File: config.mk
export PLATFORM = sky130hd
export DESIGN_NAME = dm_cache
export DESIGN_NICKNAME = d
export VERILOG_FILES = /design/src/rtl/dm_cache_pkg.sv /design/src/rtl/dm_cache_array.sv /design/src/rtl/dm_cache.sv
export SDC_FILE = /design/constraint.sdc
export NUM_CORES = 1
export LEC_CHECK = 0
export CORE_ASPECT_RATIO = 1.5
export CORE_MARGIN = 3
export CORE_UTILIZATION = 53
export CTS_BUF_LIST = sky130_fd_sc_hd__clkbuf_4 sky130_fd_sc_hd__clkbuf_8
export DETAILED_ROUTE_END_ITERATION = 6
export PLACE_DENSITY = 0.78
export SYNTH_ARGS = -nofsm -noshare
export SYNTH_HDL_FRONTEND = slang
export SYNTH_SLANG_ARGS = --single-unit
File: constraint.sdc
create_clock -name clk -period 3.5 [get_ports clk]
set_input_delay 0.875 -clock clk [delete_from_list [all_inputs] [get_ports clk]]
set_output_delay 0.875 -clock clk [all_outputs]
set_load 0.01 [all_outputs]
File: src/rtl/dm_cache_pkg.sv
// Shared definitions for the direct-mapped write-through cache.
// Holds the controller state encoding and the default width constants
// used by dm_cache and dm_cache_array.
package dm_cache_pkg;

    localparam int unsigned DATA_W_DEF  = 8;
    localparam int unsigned ADDR_W_DEF  = 8;
    localparam int unsigned INDEX_W_DEF = 2;

    typedef enum logic [2:0] {
        StIdle,
        StMemRd,
        StMemWait,
        StResp,
        StMemWr,
        StWrResp
    } state_t;

endpackage

File: src/rtl/dm_cache_array.sv
// Storage for dm_cache: one data word, one tag and one valid bit per line.
// Ports:
//   clk, rst_n            clock, async active-low reset (clears valid bits only)
//   rd_index              async read index -> rd_data, rd_tag, rd_valid
//   wr_en, wr_index,
//   wr_data, wr_tag       sync write port; a write also sets the line valid
module dm_cache_array #(
    parameter int unsigned DATA_W  = 8,
    parameter int unsigned TAG_W   = 6,
    parameter int unsigned INDEX_W = 2
) (
    input  logic               clk,
    input  logic               rst_n,
    input  logic [INDEX_W-1:0] rd_index,
    output logic [DATA_W-1:0]  rd_data,
    output logic [TAG_W-1:0]   rd_tag,
    output logic               rd_valid,
    input  logic               wr_en,
    input  logic [INDEX_W-1:0] wr_index,
    input  logic [DATA_W-1:0]  wr_data,
    input  logic [TAG_W-1:0]   wr_tag
);

    localparam int unsigned LINES = 1 << INDEX_W;

    logic [DATA_W-1:0] data_mem [LINES];
    logic [TAG_W-1:0]  tag_mem  [LINES];
    logic [LINES-1:0]  valid_q;

    // Data and tags are deliberately left unreset; the valid bits guard them.
    always_ff @(posedge clk) begin
        if (wr_en) begin
            data_mem[wr_index] <= wr_data;
            tag_mem[wr_index]  <= wr_tag;
        end
    end

    always_ff @(posedge clk or negedge rst_n) begin
        if (!rst_n) begin
            valid_q <= '0;
        end else if (wr_en) begin
            valid_q[wr_index] <= 1'b1;
        end
    end

    assign rd_data  = data_mem[rd_index];
    assign rd_tag   = tag_mem[rd_index];
    assign rd_valid = valid_q[rd_index];

endmodule

File: src/rtl/dm_cache.sv
// Direct-mapped, write-through, write-allocate cache with one word per line.
// CPU side: req_valid/req_ready request port, resp_valid one-cycle response.
// Memory side: mem_req_valid/mem_req_ready request, mem_rvalid read return.
// Optional macro CACHE_STATS_EN adds saturating 16-bit hit_count/miss_count
// outputs that count completed responses by resp_hit.
module dm_cache
    import dm_cache_pkg::*;
#(
    parameter int unsigned DATA_W  = DATA_W_DEF,
    parameter int unsigned ADDR_W  = ADDR_W_DEF,
    parameter int unsigned INDEX_W = INDEX_W_DEF
) (
    input  logic              clk,
    input  logic              rst_n,
    input  logic              req_valid,
    output logic              req_ready,
    input  logic              req_we,
    input  logic [ADDR_W-1:0] req_addr,
    input  logic [DATA_W-1:0] req_wdata,
    output logic              resp_valid,
    output logic [DATA_W-1:0] resp_rdata,
    output logic              resp_hit,
    output logic              mem_req_valid,
    input  logic              mem_req_ready,
    output logic              mem_we,
    output logic [ADDR_W-1:0] mem_addr,
    output logic [DATA_W-1:0] mem_wdata,
    input  logic              mem_rvalid,
    input  logic [DATA_W-1:0] mem_rdata
`ifdef CACHE_STATS_EN
    ,
    output logic [15:0]       hit_count,
    output logic [15:0]       miss_count
`endif
);

    localparam int unsigned TAG_W = ADDR_W - INDEX_W;

    state_t             state;
    logic               hit_q;
    logic               accept;
    logic               hit;
    logic [INDEX_W-1:0] req_index;
    logic [TAG_W-1:0]   req_tag;
    logic [DATA_W-1:0]  rd_data;
    logic [TAG_W-1:0]   rd_tag;
    logic               rd_valid;
    logic               wr_en;
    logic [INDEX_W-1:0] wr_index;
    logic [DATA_W-1:0]  wr_data;
    logic [TAG_W-1:0]   wr_tag;

    assign req_ready = (state == StIdle);
    assign accept    = req_valid && req_ready;
    assign req_index = req_addr[INDEX_W-1:0];
    assign req_tag   = req_addr[ADDR_W-1:INDEX_W];
    assign hit       = rd_valid && (rd_tag == req_tag);

    // Two writers share the array port: a CPU write in IDLE (allocate) and a
    // refill in MEM_WAIT. mem_addr still holds the registered miss address.
    always_comb begin
        wr_en    = 1'b0;
        wr_index = req_index;
        wr_data  = req_wdata;
        wr_tag   = req_tag;
        if (state == StIdle && accept && req_we) begin
            wr_en = 1'b1;
        end else if (state == StMemWait && mem_rvalid) begin
            wr_en    = 1'b1;
            wr_index = mem_addr[INDEX_W-1:0];
            wr_data  = mem_rdata;
            wr_tag   = mem_addr[ADDR_W-1:INDEX_W];
        end
    end

    dm_cache_array #(
        .DATA_W  (DATA_W),
        .TAG_W   (TAG_W),
        .INDEX_W (INDEX_W)
    ) u_array (
        .clk      (clk),
        .rst_n    (rst_n),
        .rd_index (req_index),
        .rd_data  (rd_data),
        .rd_tag   (rd_tag),
        .rd_valid (rd_valid),
        .wr_en    (wr_en),
        .wr_index (wr_index),
        .wr_data  (wr_data),
        .wr_tag   (wr_tag)
    );

    always_ff @(posedge clk or negedge rst_n) begin
        if (!rst_n) begin
            state         <= StIdle;
            hit_q         <= 1'b0;
            resp_valid    <= 1'b0;
            resp_rdata    <= '0;
            resp_hit      <= 1'b0;
            mem_req_valid <= 1'b0;
            mem_we        <= 1'b0;
            mem_addr      <= '0;
            mem_wdata     <= '0;
        end else begin
            resp_valid <= 1'b0;
            case (state)
                StIdle: begin
                    if (accept) begin
                        if (req_we) begin
                            state         <= StMemWr;
                            hit_q         <= hit;
                            mem_req_valid <= 1'b1;
                            mem_we        <= 1'b1;
                            mem_addr      <= req_addr;
                            mem_wdata     <= req_wdata;
                        end else if (hit) begin
                            resp_valid <= 1'b1;
                            resp_rdata <= rd_data;
                            resp_hit   <= 1'b1;
                        end else begin
                            state         <= StMemRd;
                            mem_req_valid <= 1'b1;
                            mem_we        <= 1'b0;
                            mem_addr      <= req_addr;
                        end
                    end
                end
                StMemRd: begin
                    if (mem_req_ready) begin
                        state         <= StMemWait;
                        mem_req_valid <= 1'b0;
                    end
                end
                StMemWait: begin
                    // The response is raised here so it is visible during RESP.
                    if (mem_rvalid) begin
                        state      <= StResp;
                        resp_valid <= 1'b1;
                        resp_rdata <= mem_rdata;
                        resp_hit   <= 1'b0;
                    end
                end
                StMemWr: begin
                    if (mem_req_ready) begin
                        state         <= StWrResp;
                        mem_req_valid <= 1'b0;
                        resp_valid    <= 1'b1;
                        resp_hit      <= hit_q;
                    end
                end
                StResp:   state <= StIdle;
                StWrResp: state <= StIdle;
                default:  state <= StIdle;
            endcase
        end
    end

`ifdef CACHE_STATS_EN
    always_ff @(posedge clk or negedge rst_n) begin
        if (!rst_n) begin
            hit_count  <= '0;
            miss_count <= '0;
        end else if (resp_valid) begin
            if (resp_hit) begin
                if (hit_count != 16'hFFFF) hit_count <= hit_count + 16'd1;
            end else begin
                if (miss_count != 16'hFFFF) miss_count <= miss_count + 16'd1;
            end
        end
    end
`endif

endmodule

Figure 1. Cell outlines without signal wires (run 1).
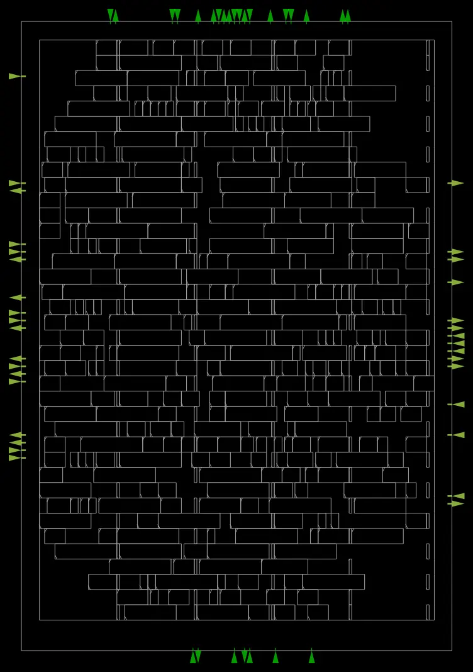
core footprint: 7270 µm²
tapcell count: 100

Figure 2. Port wiring (run 1).
Scale: 3 px per µm.
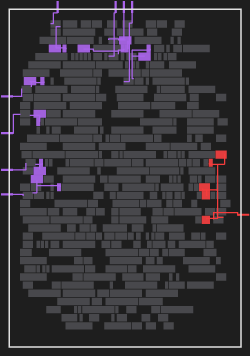
req_wdata: shown in purple, bits 8, direction input, end cells 16, buffers 8, wire 175 µm. mem_req_ready: shown in red, bits 1, direction input, end cells 5, buffers 1, wire 51.5 µm.
I/O Pins: 59
port buffer count: 58

Figure 3. Sizing map (run 1).
Scale: 3 px per µm.
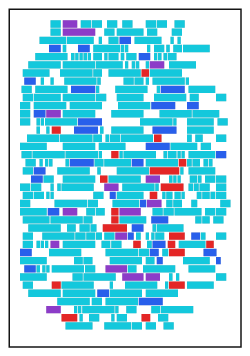
drive 1 or less: shown in cyan, cells 284, share 80%. drive 2: shown in blue, cells 35, share 9.9%. drive 6 and up: shown in purple, cells 15, share 4.2%. drive 3 to 4: shown in red, cells 21, share 5.9%.
setup ws final: 0.478 ns
Signal buffers: 71
design area: 4970 µm²
Area Overhead vs Synth: 25.0%

## run 1: logic make-up (layout without fill, tap and decap cells)
| group | count (synthesis) | count (layout) | share of synthesized area, % |
|---|---|---|---|
| AND-OR/OR-AND | 24 | 24 | 5.57 |
| XOR/XNOR | 11 | 11 | 2.42 |
| buffers and inverters | 22 | 97 | 2.52 |
| flip-flops | 92 | 92 | 64.9 |
| multiplexers | 40 | 40 | 14.2 |
| AND/OR/NAND/NOR | 91 | 91 | 10.4 |
## run 1: how the worst max path moves through the flow
stage,from,depth (start not counted),to
6_report,req_addr[0],6,mem_addr[3]$_DFFE_PN0P_
3_5_place_dp,req_addr[0],6,mem_addr[7]$_DFFE_PN0P_
5_1_grt,req_addr[0],6,mem_addr[3]$_DFFE_PN0P_
2_1_floorplan,state[0]$_DFFE_PN0P_,5,u_array.data_mem[2][0]$_DFFE_PP_
4_1_cts,req_addr[0],6,mem_addr[3]$_DFFE_PN0P_
3_3_place_gp,req_addr[0],6,mem_addr[7]$_DFFE_PN0P_
## run 1: sequential cells by signal, summed over array words and instances, names as in the netlist
name              flops
state                 3
mem_req_valid         1
mem_wdata             8
u_array.data_mem     32
u_array.tag_mem      24
mem_addr              8
resp_valid            1
resp_rdata            8
hit_q                 1
u_array.valid_q       4
resp_hit              1
mem_we                1
## run 1: layout make-up
| cell class | instances | area, µm² |
|---|---|---|
| inverters | 10 | 37.5 |
| clock buffers | 9 | 124 |
| well taps | 100 | 125 |
| multi-input cells | 166 | 1310 |
| repair buffers | 71 | 711 |
| fillers | 509 | 2300 |
| clock inverters | 7 | 83.8 |
| flip-flops and latches | 92 | 2580 |
## run 1: critical path, cell delays in order
cell	delay, ns
clkdlybuf4s50_1	0.64
mux4_2	0.55
xor2_1	0.20
a21oi_2	0.11
a31oi_4	0.49
mux2_2	0.40
==> results.yml, run 1 <==
# flow metrics
run_status:
  outcome: "complete, no violations"
timing:
  slew-limit-headroom_pct: 42.2
  slew_viol_final: 0
  worst_pin_slew_ns: 0.867
  period_used_pct: 86.3
  finalSetupViolCount: 0
  max_freq_ghz: 0.331
  rsz0062_at_grt: "no"
  final_hold_viol_count: 0
  tns_ns: 0
  fin_crit_ns: 3.02
logic_synthesis:
  synthTopCellsByCount: "edfxtp_1, nand2_1, dfrtp_1"
  yosysTopAreaCellShare_pct: 42.3
  syn_inst: 280
  flop_cell: "edfxtp_1"
  mappedNetlistArea_um2: 3980
  synthTopCellsByArea: "edfxtp_1, dfrtp_1, mux4_2, nand2_1, mux2_2"
  yosys_warnings: 0
  synth_flops: 92
  yosysCellCount: 280
  yosysTopAreaCell: "edfxtp_1"
  fp_nets: 310
  async_reset_ff_share_pct: 39.1
  edf_count: 56
flow_run:
  openroad.warnings: 26
  maxCapViolCount: 0
clock_tree:
  clk_pin_slew_ns: 0.09
  cts_buffers: 9
  post_cts_resized: 0
  cts_buffer_depth: 2
  holdBufCountCts: 0
  cts_setup_buffers: 0
  htree_num_levels: 3
  cts.sinks: 92
  cts_tree: "yes"
  worstSkewPairLatency_ns: 0.38
pwr:
  power_mw: 3.37
  comb_power_share_pct: 31.0
  power_switching_share_pct: 29.8
  switchingPower_mw: 1.00
  ir_drop_uv: 488
  powerDensity_nw_per_um2: 677
  pg_comb_mw: 1.04
  p_leak_nw: 1.92
  p_clk_uw: 733
  pwr-share-clk_pct: 21.8
detailed_routing:
  via_per_inst: 5.52
  drc: 0
  wire_per_inst_um: 18.3
  drtPass1Iterations: 5
  top_layer: "met4"
  dr_wl_met2_um: 4380
  drt-met1-wl_um: 3380
  wl_met3_um: 404
  wl_um: 8310
global_route:
  grt_pass1_wl_um: 13800
  antenna_found_initial: 0
  grt_busiest_layer: "met2"
  grt_overflow: 0
  use_met2_pct: 36.2
  use_met1_pct: 25.7
  grt_pass1_vias: 2610
critical_path:
  criticalPathCategory: "input pin to register"
  reg2reg_to: "u_array.data_mem[0][2]$_DFFE_PP_"
  rrSetupSlack_ns: 1.11
  cp-start-kind: "input pin"
  critPathRequiredTime_ns: 3.75
  arrival_ns: 3.28
floorplanning:
  dieHeight_um: 112
  die-area_um2: 8600
  fp_util_pct: 54.7
placed_design:
  dp_cells: 439
  dpl-instance-area_um2: 4760
  pre_cts_ws_ns: 0.104
  gp_congestion: 0.767
final_layout:
  final_cell_mix: "clkdlybuf4s50_1, edfxtp_1, nand2_1"
  final_util_pct: 68.4
hold_path:
  hp-class: "register to register"
  whs_endpoint: "u_array.valid_q[1]$_DFFE_PN0N_"
  min_from: "u_array.valid_q[1]$_DFFE_PN0N_"
==> inputs of run 2 (changes only) <==
--- a/config.mk
+++ b/config.mk
@@ -10,6 +10,7 @@
 export CORE_UTILIZATION = 53
 export CTS_BUF_LIST = sky130_fd_sc_hd__clkbuf_4 sky130_fd_sc_hd__clkbuf_8
 export DETAILED_ROUTE_END_ITERATION = 6
+export GPL_TIMING_DRIVEN = 1
 export PLACE_DENSITY = 0.78
 export SYNTH_ARGS = -nofsm -noshare
 export SYNTH_HDL_FRONTEND = slang
Figure 4. Port wiring (run 2).
Scale: 3 px per µm.
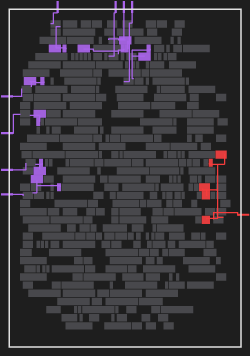
mem_req_ready: shown in red, bits 1, direction input, end cells 5, buffers 1, wire 51.5 µm. req_wdata: shown in purple, bits 8, direction input, end cells 16, buffers 8, wire 175 µm.

==> results.yml, run 2 <==
# flow metrics
run_status:
  outcome: "complete, no violations"
logic_synthesis:
  synthTopCellsByArea: "edfxtp_1, dfrtp_1, mux4_2, nand2_1, mux2_2"
  yosys-stat-area_um2: 3980
  syn_inst: 280
  synth_flops: 92
  fp_nets: 310
  mappedNetlistArea_um2: 3980
  yosysCellCount: 280
  seq_area_frac_synth_pct: 64.9
  yosysTopAreaCellShare_pct: 42.3
  yosysTopAreaCell: "edfxtp_1"
  async_reset_ff_share_pct: 39.1
  yosys_warnings: 0
  edf_count: 56
  flop_cell: "edfxtp_1"
  synthTopCellsByCount: "edfxtp_1, nand2_1, dfrtp_1"
pwr:
  switchingPower_mw: 1.00
  seqPwrFrac_pct: 47.2
  power_leader: "sequential cells"
  p_int_mw: 2.36
  pg_comb_mw: 1.04
  powerDensity_nw_per_um2: 677
  ir_drop_uv: 488
  p_clk_uw: 733
  p_leak_nw: 1.92
  pwr-share-clk_pct: 21.8
  power_mw: 3.37
  comb_power_share_pct: 31.0
  power_switching_share_pct: 29.8
global_route:
  grt_overflow: 0
  grt_pass1_vias: 2610
  grt_use_met3_pct: 4.33
  use_met2_pct: 36.2
  use_met1_pct: 25.7
  grt_busiest_layer: "met2"
  grt_pass1_wl_um: 13800
  antenna_found_initial: 0
final_layout:
  multiInputGateArea_um2: 1310
  top_register: "u_array.data_mem"
  synthToLayoutAreaGrowth_pct: 25.0
  regArea_um2: 2580
  lay_top_count: "clkdlybuf4s50_1"
  nFillCells: 509
  final_cell_mix: "clkdlybuf4s50_1, edfxtp_1, nand2_1"
  top_regs: "u_array.data_mem (32), u_array.tag_mem (24)"
  largest_reg_flops: 32
critical_path:
  crit_buf_inv: 1
  cp_cell_sequence: "clkdlybuf4s50_1 -> mux4_2 -> xor2_1 -> a21oi_2 -> a31oi_4 -> mux2_2"
  cp_slowest_stage_delay_ns: 0.64
  criticalPathCategory: "input pin to register"
  critPathRequiredTime_ns: 3.75
  worstPathMaxFanout: 9
  cp-start-kind: "input pin"
  path_delay_family: "multiplexers"
  worstSetupStartpoint: "req_addr[0]"
  reg2reg_from: "state[0]$_DFFE_PN0P_"
  cp_slowest_cell: "clkdlybuf4s50_1"
  rrSetupSlack_ns: 1.11
  arrival_ns: 3.28
floorplanning:
  die-area_um2: 8600
  coreArea_um2: 7270
  dieHeight_um: 112
  die_w_um: 76.7
  pin_count: 59
clock_tree:
  cts.sinks: 92
  htree_num_levels: 3
  cts_setup_buffers: 0
  cts_buffer_depth: 2
  worstSkewPairLatency_ns: 0.38
  clk_pin_slew_ns: 0.09
  post_cts_resized: 0
  cts_tree: "yes"
  cts_buffers: 9
  holdBufCountCts: 0
flow_run:
  openroad.warnings: 26
  maxCapViolCount: 0
hold_path:
  hp-class: "register to register"
  min_from: "u_array.valid_q[1]$_DFFE_PN0N_"
detailed_routing:
  drc: 0
  via_per_inst: 5.52
  wl_um: 8310
  ant_nets: 0
  wire_per_inst_um: 18.3
  drtPass1Iterations: 5
timing:
  final_hold_viol_count: 0
  period_used_pct: 86.3
  slew_viol_final: 0
  fin_crit_ns: 3.02
  tns_ns: 0
  finalSetupViolCount: 0
  slew-limit-headroom_pct: 42.2
  rsz0062_at_grt: "no"
  worst_pin_slew_ns: 0.867
  max_freq_ghz: 0.331
placed_design:
  port_buffers: 58
  gp_congestion: 0.767
Figure 5. Placement density heat map (run 2).
Scale: 3 px per µm. The die is cut into 8 by 11 equal tiles; dark blue is low, red is high, 0 to 100% covered.
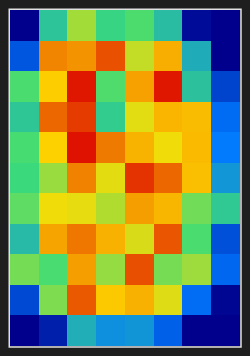
The emptiest ninth of the die: lower right. 8.0% of the tiles are nearly empty. The mean over all tiles is 56%. The densest ninth of the die: centre. The fullest tile reaches 98%. 36% of the tiles are over 75% full.
Initial Util: 54.7%
Final Util: 68.4%

[run 2: kinds of logic (layout without fill, tap and decap cells)]
family	count (synthesis)	in the layout	synth area share, %
multiplexers	40	40	14.2
AND-OR/OR-AND	24	24	5.57
AND/OR/NAND/NOR	91	91	10.4
flip-flops	92	92	64.9
XOR/XNOR	11	11	2.42
buffers and inverters	22	97	2.52
[run 2: routing by layer]
| layer | wire [µm] | vias up |
|---|---|---|
| met3 | 404 | 13 |
| met4 | 156 | 0 |
| met5 | 0 | - |
| li1 | - | 1166 |
| met1 | 3380 | 1244 |
| met2 | 4380 | 87 |
[run 2: layout make-up]
cell class | count | area share [%]
clock inverter | 7 | 1.69
multi-input combinational | 166 | 26.3
timing repair buffer | 71 | 14.3
sequential | 92 | 51.9
tap | 100 | 2.52
inverter | 10 | 0.755
clock buffer | 9 | 2.49
[run 2: stage by stage]
| stage | setup slack, ns | area, µm² | std cells | hold slack (ns) | utilization (%) |
|---|---|---|---|---|---|
| finish | 0.478 | 4970 | 455 | 0.479 | 68.4 |
| global placement | 0.136 | 4760 | 439 | 0.448 | 65.5 |
| CTS | 0.476 | 4970 | 455 | 0.479 | 68.4 |
| global route | 0.416 | 4970 | 455 | 0.496 | 68.4 |
| floorplan | 0.391 | 3980 | 280 | 0.433 | - |
| detailed placement | 0.104 | 4760 | 439 | 0.456 | 65.5 |
[run 2: worst paths after layout]
kind	to	cells past startpoint
hold reg to reg	u_array.valid_q[1]$_DFFE_PN0N_	1
setup reg to reg	u_array.data_mem[0][2]$_DFFE_PP_	5
max in group asynchronous	mem_addr[3]$_DFFE_PN0P_	1
hold / removal	u_array.valid_q[1]$_DFFE_PN0N_	1
min in group asynchronous	mem_addr[1]$_DFFE_PN0P_	1
setup / recovery	mem_addr[3]$_DFFE_PN0P_	6
Power figures rest on the tool's default switching activity, not on a simulated workload.
